File: config.mk
export PLATFORM = sky130hd
export DESIGN_NAME = trigger_pulse_gen
export DESIGN_NICKNAME = d
export VERILOG_FILES = /design/src/rtl/trigger_pulse_gen.sv
export SDC_FILE = /design/constraint.sdc
export NUM_CORES = 1
export LEC_CHECK = 0
export CAP_MARGIN = 20
export CORE_ASPECT_RATIO = 1.2
export CORE_UTILIZATION = 35
export DETAILED_ROUTE_END_ITERATION = 6
export GPL_ROUTABILITY_DRIVEN = 1
export HOLD_SLACK_MARGIN = 0.15
export PLACE_DENSITY = 0.59
export SKIP_LAST_GASP = 1
export SYNTH_ARGS = -nofsm -noshare
export SYNTH_HDL_FRONTEND = slang
export SYNTH_SLANG_ARGS = --single-unit
File: constraint.sdc
create_clock -name clk -period 6.6 [get_ports clk]
set_input_delay 1.32 -clock clk [delete_from_list [all_inputs] [get_ports clk]]
set_output_delay 1.32 -clock clk [all_outputs]
set_load 0.005 [all_outputs]
File: src/rtl/trigger_pulse_gen.sv
// Trigger evaluator: per-bit level/edge conditions, occurrence counting, single-cycle
// trigger pulse and enforced hold-off. Define TRIGGER_REARM_EN for auto re-arm and trig_count.
module trigger_pulse_gen #(
    parameter int unsigned NR_SIGNALS = 8,
    parameter int unsigned CNT_W      = 16,
    parameter int unsigned HOLDOFF    = 8
) (
    input  logic                    clk,
    input  logic                    reset_,
    input  logic [NR_SIGNALS-1:0]   signals_in,
    input  logic [3*NR_SIGNALS-1:0] trig_cond,
    input  logic [CNT_W-1:0]        trig_target,
    input  logic                    arm,
    input  logic                    disarm,
    output logic                    trigger_pulse,
    output logic                    armed,
    output logic                    triggered,
    output logic                    holdoff_active
`ifdef TRIGGER_REARM_EN
    ,
    output logic [CNT_W-1:0]        trig_count
`endif
);

    localparam int unsigned       HOLD_W    = 8;
    localparam logic [HOLD_W-1:0] HOLD_LOAD = HOLD_W'(HOLDOFF);

    typedef enum logic [1:0] {
        ST_IDLE,
        ST_ARMED,
        ST_HOLDOFF
    } state_t;

    typedef enum logic [2:0] {
        COND_DC   = 3'b000,
        COND_LOW  = 3'b001,
        COND_HIGH = 3'b010,
        COND_RISE = 3'b011,
        COND_FALL = 3'b100,
        COND_ANY  = 3'b101
    } cond_t;

    state_t                  state_q, state_d;
    logic [NR_SIGNALS-1:0]   signals_prev;
    logic [NR_SIGNALS-1:0]   bit_ok;
    logic                    prev_valid, prev_valid_d;
    logic [3*NR_SIGNALS-1:0] cond_q;
    logic [CNT_W-1:0]        target_q, target_eff;
    logic [CNT_W-1:0]        occ_q, occ_d, occ_inc;
    logic [HOLD_W-1:0]       hold_q, hold_d;
    logic                    pulse_d;
    logic                    triggered_d;
    logic                    load_cfg;
    logic                    match;
    logic                    reach;
`ifdef TRIGGER_REARM_EN
    logic [CNT_W-1:0]        count_d;
    logic                    disarm_pend, pend_d;
`endif

    // Edge conditions need a sample taken after arming; prev_valid gates them.
    always_comb begin
        bit_ok = '1;
        for (int unsigned i = 0; i < NR_SIGNALS; i++) begin
            case (cond_q[3*i +: 3])
                COND_LOW:  bit_ok[i] = ~signals_in[i];
                COND_HIGH: bit_ok[i] =  signals_in[i];
                COND_RISE: bit_ok[i] = prev_valid & ~signals_prev[i] &  signals_in[i];
                COND_FALL: bit_ok[i] = prev_valid &  signals_prev[i] & ~signals_in[i];
                COND_ANY:  bit_ok[i] = prev_valid & (signals_prev[i] ^ signals_in[i]);
                default:   bit_ok[i] = 1'b1;
            endcase
        end
    end

    assign match      = &bit_ok;
    assign target_eff = (target_q == '0) ? CNT_W'(1) : target_q;
    assign occ_inc    = (&occ_q) ? occ_q : occ_q + CNT_W'(1);
    assign reach      = ({1'b0, occ_q} + (CNT_W+1)'(1)) >= {1'b0, target_eff};

    always_comb begin
        state_d      = state_q;
        occ_d        = occ_q;
        hold_d       = hold_q;
        pulse_d      = 1'b0;
        triggered_d  = triggered;
        load_cfg     = 1'b0;
        prev_valid_d = 1'b1;
`ifdef TRIGGER_REARM_EN
        count_d      = trig_count;
        pend_d       = disarm_pend;
`endif
        unique case (state_q)
            ST_IDLE: begin
                if (arm && !disarm) begin
                    state_d      = ST_ARMED;
                    occ_d        = '0;
                    triggered_d  = 1'b0;
                    load_cfg     = 1'b1;
                    prev_valid_d = 1'b0;
`ifdef TRIGGER_REARM_EN
                    count_d      = '0;
                    pend_d       = 1'b0;
`endif
                end
            end
            ST_ARMED: begin
                if (disarm) begin
                    state_d = ST_IDLE;
                    occ_d   = '0;
                end else if (arm) begin
                    occ_d        = '0;
                    triggered_d  = 1'b0;
                    load_cfg     = 1'b1;
                    prev_valid_d = 1'b0;
`ifdef TRIGGER_REARM_EN
                    count_d      = '0;
                    pend_d       = 1'b0;
`endif
                end else if (match) begin
                    occ_d = occ_inc;
                    if (reach) begin
                        pulse_d     = 1'b1;
                        state_d     = ST_HOLDOFF;
                        hold_d      = HOLD_LOAD;
                        triggered_d = 1'b1;
`ifdef TRIGGER_REARM_EN
                        count_d     = (&trig_count) ? trig_count : trig_count + CNT_W'(1);
`endif
                    end
                end
            end
            ST_HOLDOFF: begin
`ifdef TRIGGER_REARM_EN
                if (disarm) pend_d = 1'b1;
`endif
                if (hold_q != '0) begin
                    hold_d = hold_q - HOLD_W'(1);
                end else begin
`ifdef TRIGGER_REARM_EN
                    // A disarm seen at any point of the hold-off, including now, stops re-arming.
                    if (disarm_pend || disarm) begin
                        state_d = ST_IDLE;
                    end else begin
                        state_d      = ST_ARMED;
                        prev_valid_d = 1'b0;
                    end
                    occ_d  = '0;
                    pend_d = 1'b0;
`else
                    state_d = ST_IDLE;
`endif
                end
            end
            default: state_d = ST_IDLE;
        endcase
    end

    always_ff @(posedge clk or negedge reset_) begin
        if (!reset_) begin
            state_q       <= ST_IDLE;
            signals_prev  <= '0;
            prev_valid    <= 1'b0;
            cond_q        <= '0;
            target_q      <= '0;
            occ_q         <= '0;
            hold_q        <= '0;
            trigger_pulse <= 1'b0;
            triggered     <= 1'b0;
`ifdef TRIGGER_REARM_EN
            trig_count    <= '0;
            disarm_pend   <= 1'b0;
`endif
        end else begin
            state_q       <= state_d;
            signals_prev  <= signals_in;
            prev_valid    <= prev_valid_d;
            occ_q         <= occ_d;
            hold_q        <= hold_d;
            trigger_pulse <= pulse_d;
            triggered     <= triggered_d;
`ifdef TRIGGER_REARM_EN
            trig_count    <= count_d;
            disarm_pend   <= pend_d;
`endif
            if (load_cfg) begin
                cond_q   <= trig_cond;
                target_q <= trig_target;
            end
        end
    end

    // The pulse cycle already sits in HOLDOFF but is not counted as hold-off time.
    assign armed          = (state_q == ST_ARMED);
    assign holdoff_active = (state_q == ST_HOLDOFF) && !trigger_pulse;

endmodule

==> images/final_placement.png <==
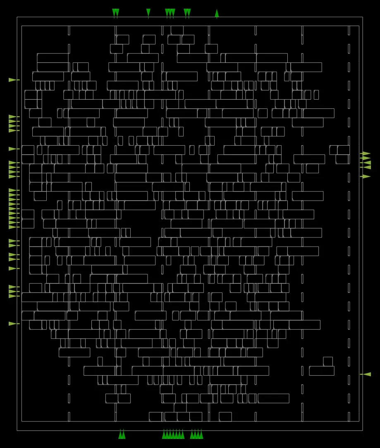
tap cell count: 157
fill cell total of the finished layout: 1141
standard-cell row count: 43

==> images/port_nets.png <==
Bar = 20 um.
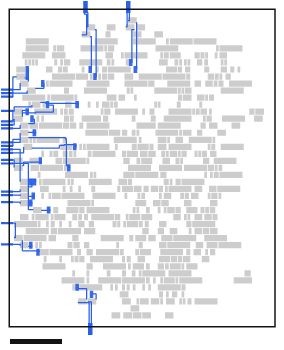
blue -> `trig_cond`  # bits 24, direction input, end cells 24, buffers 24, wire 405 um

==> images/registers.png <==
Other sequential cells in the stronger gray, the rest of the logic in the fainter gray.
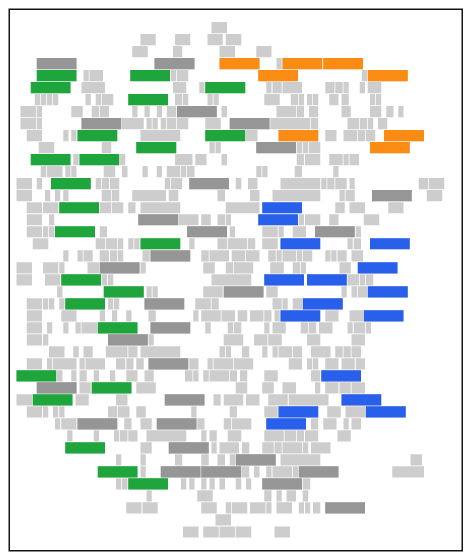
green -> `cond_q`  # sequential cells 24
blue -> `occ_q`  # sequential cells 16
orange -> `hold_q`  # sequential cells 8
not colored = 29

==> images/met2.png <==
Bar = 20 um.
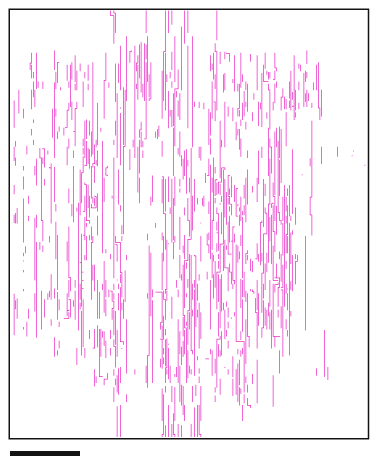
wire length on this layer = 4790 um
share of all routed wire = 49%
nets with wire on the layer = 475
met2 Usage GRT: 28.4%
number of vias after detailed routing: 3470
Post-Route WL: 9.72 mm

==> run notes <==
Physical implementation.

- The combined area of all synthesized cells is roughly 0.0042 sq mm.
- The largest net degree at the start of global routing is 78.
- The routing usage on met1 is between 20% and 30%.
- The count of different cell masters after synthesis is between 50 and 60.
- By instance count, the cell type seen most on the critical path is nor2_1.
- The number of cells on the worst hold path is 2.
- The internal reg-to-reg setup slack is 2.71 ns.
- The wire length of the first global-routing pass is 16.3 mm.
- The run finished with clean final reports.
- The number of detailed-route iterations in the first pass is 4.
- Per the synth stats, the flop cell with the highest instance count is dfrtp_1.
- In this run the critical register-to-register path is launched from occ_q[0].
- Per the OpenROAD power report, switching power amounts to ~0.31 mW.
- The number of port buffers is between 50 and 60.
- The via-per-instance ratio is around 5.1.
- Dividing the final minimum period by the clock period gives 59.1%.
- Setup repair after global routing left no endpoint under its margin.
- The proportion of synthesized flip-flops having asynchronous set or reset is 100%.
- Per the synthesis report, the dominant area consumer among library cells is dfrtp_1.
- The post-route minimum period is slightly below 4 ns.
- TritonRoute reported its final design rule violation total as 0.
- The setup violation total in the final timing report is 0.
- The count of hold buffers inserted by post-cts repair is 0.
- The placer's final routability congestion estimate is between 0.7 and 0.8.
- After synthesis, flip-flops and latches occupy a little under half of the total area.
- The setup skew after layout is 0.00942 ns.
- The most utilized layer in the global route result is met2.
- The worst setup path is captured at a register.
- For this run the top cell type by instance count after synthesis was nand2_1.
## sequential cells by signal, summed over array words and instances, names as in the netlist
name,cells
cond_q,24
hold_q,8
occ_q,16
prev_valid,1
signals_prev,8
state_q,2
target_q,16
trigger_pulse,1
triggered,1
## through the flow
step	utilization, %	std cells	hold WS, ns	power [mW]
finish	44.8	684	0.475	1.21
global route	44.8	684	0.512	1.26
CTS	44.6	683	0.487	1.22
detailed placement	41.9	667	0.472	0.707
global placement	41.9	667	0.472	0.700
floorplan	-	471	0.448	0.631
## power groups by stage
| stage | registers [mW] | clock network, mW | logic [mW] |
|---|---|---|---|
| 2_1_floorplan | 0.534 | 0 | 0.0972 |
| 3_3_place_gp | 0.540 | 0 | 0.160 |
| 6_report | 0.534 | 0.513 | 0.162 |
| 4_1_cts | 0.534 | 0.521 | 0.165 |
| 3_5_place_dp | 0.542 | 0 | 0.164 |
| 5_1_grt | 0.540 | 0.538 | 0.183 |
## layout make-up
class	count	area (sq um)	area share, %
inverter	31	116	2.23
timing repair buffer	56	568	10.9
multi-input combinational	347	2110	40.3
sequential	77	1930	36.9
tap	157	196	3.76
clock inverter	5	58.8	1.12
clock buffer	11	253	4.83
## cell families (layout without fill, tap and decap cells)
group | after synthesis | count (layout) | share of synthesized area [%]
xor+xnor | 14 | 14 | 2.90
mux | 5 | 5 | 1.45
compound gates | 104 | 104 | 16.9
simple gates | 205 | 205 | 23.1
fa+ha+maj | 19 | 19 | 5.63
buf+inv | 47 | 103 | 4.42
flops | 77 | 77 | 45.6
## tightest hold or removal path: cells and delay by family, from the launching register on
| kind | cells | cell delay [ns] |
|---|---|---|
| flip-flops | 1 | 0.34 |
| AND/OR/NAND/NOR | 2 | 0.10 |
Power figures rest on the tool's default switching activity, not on a simulated workload.
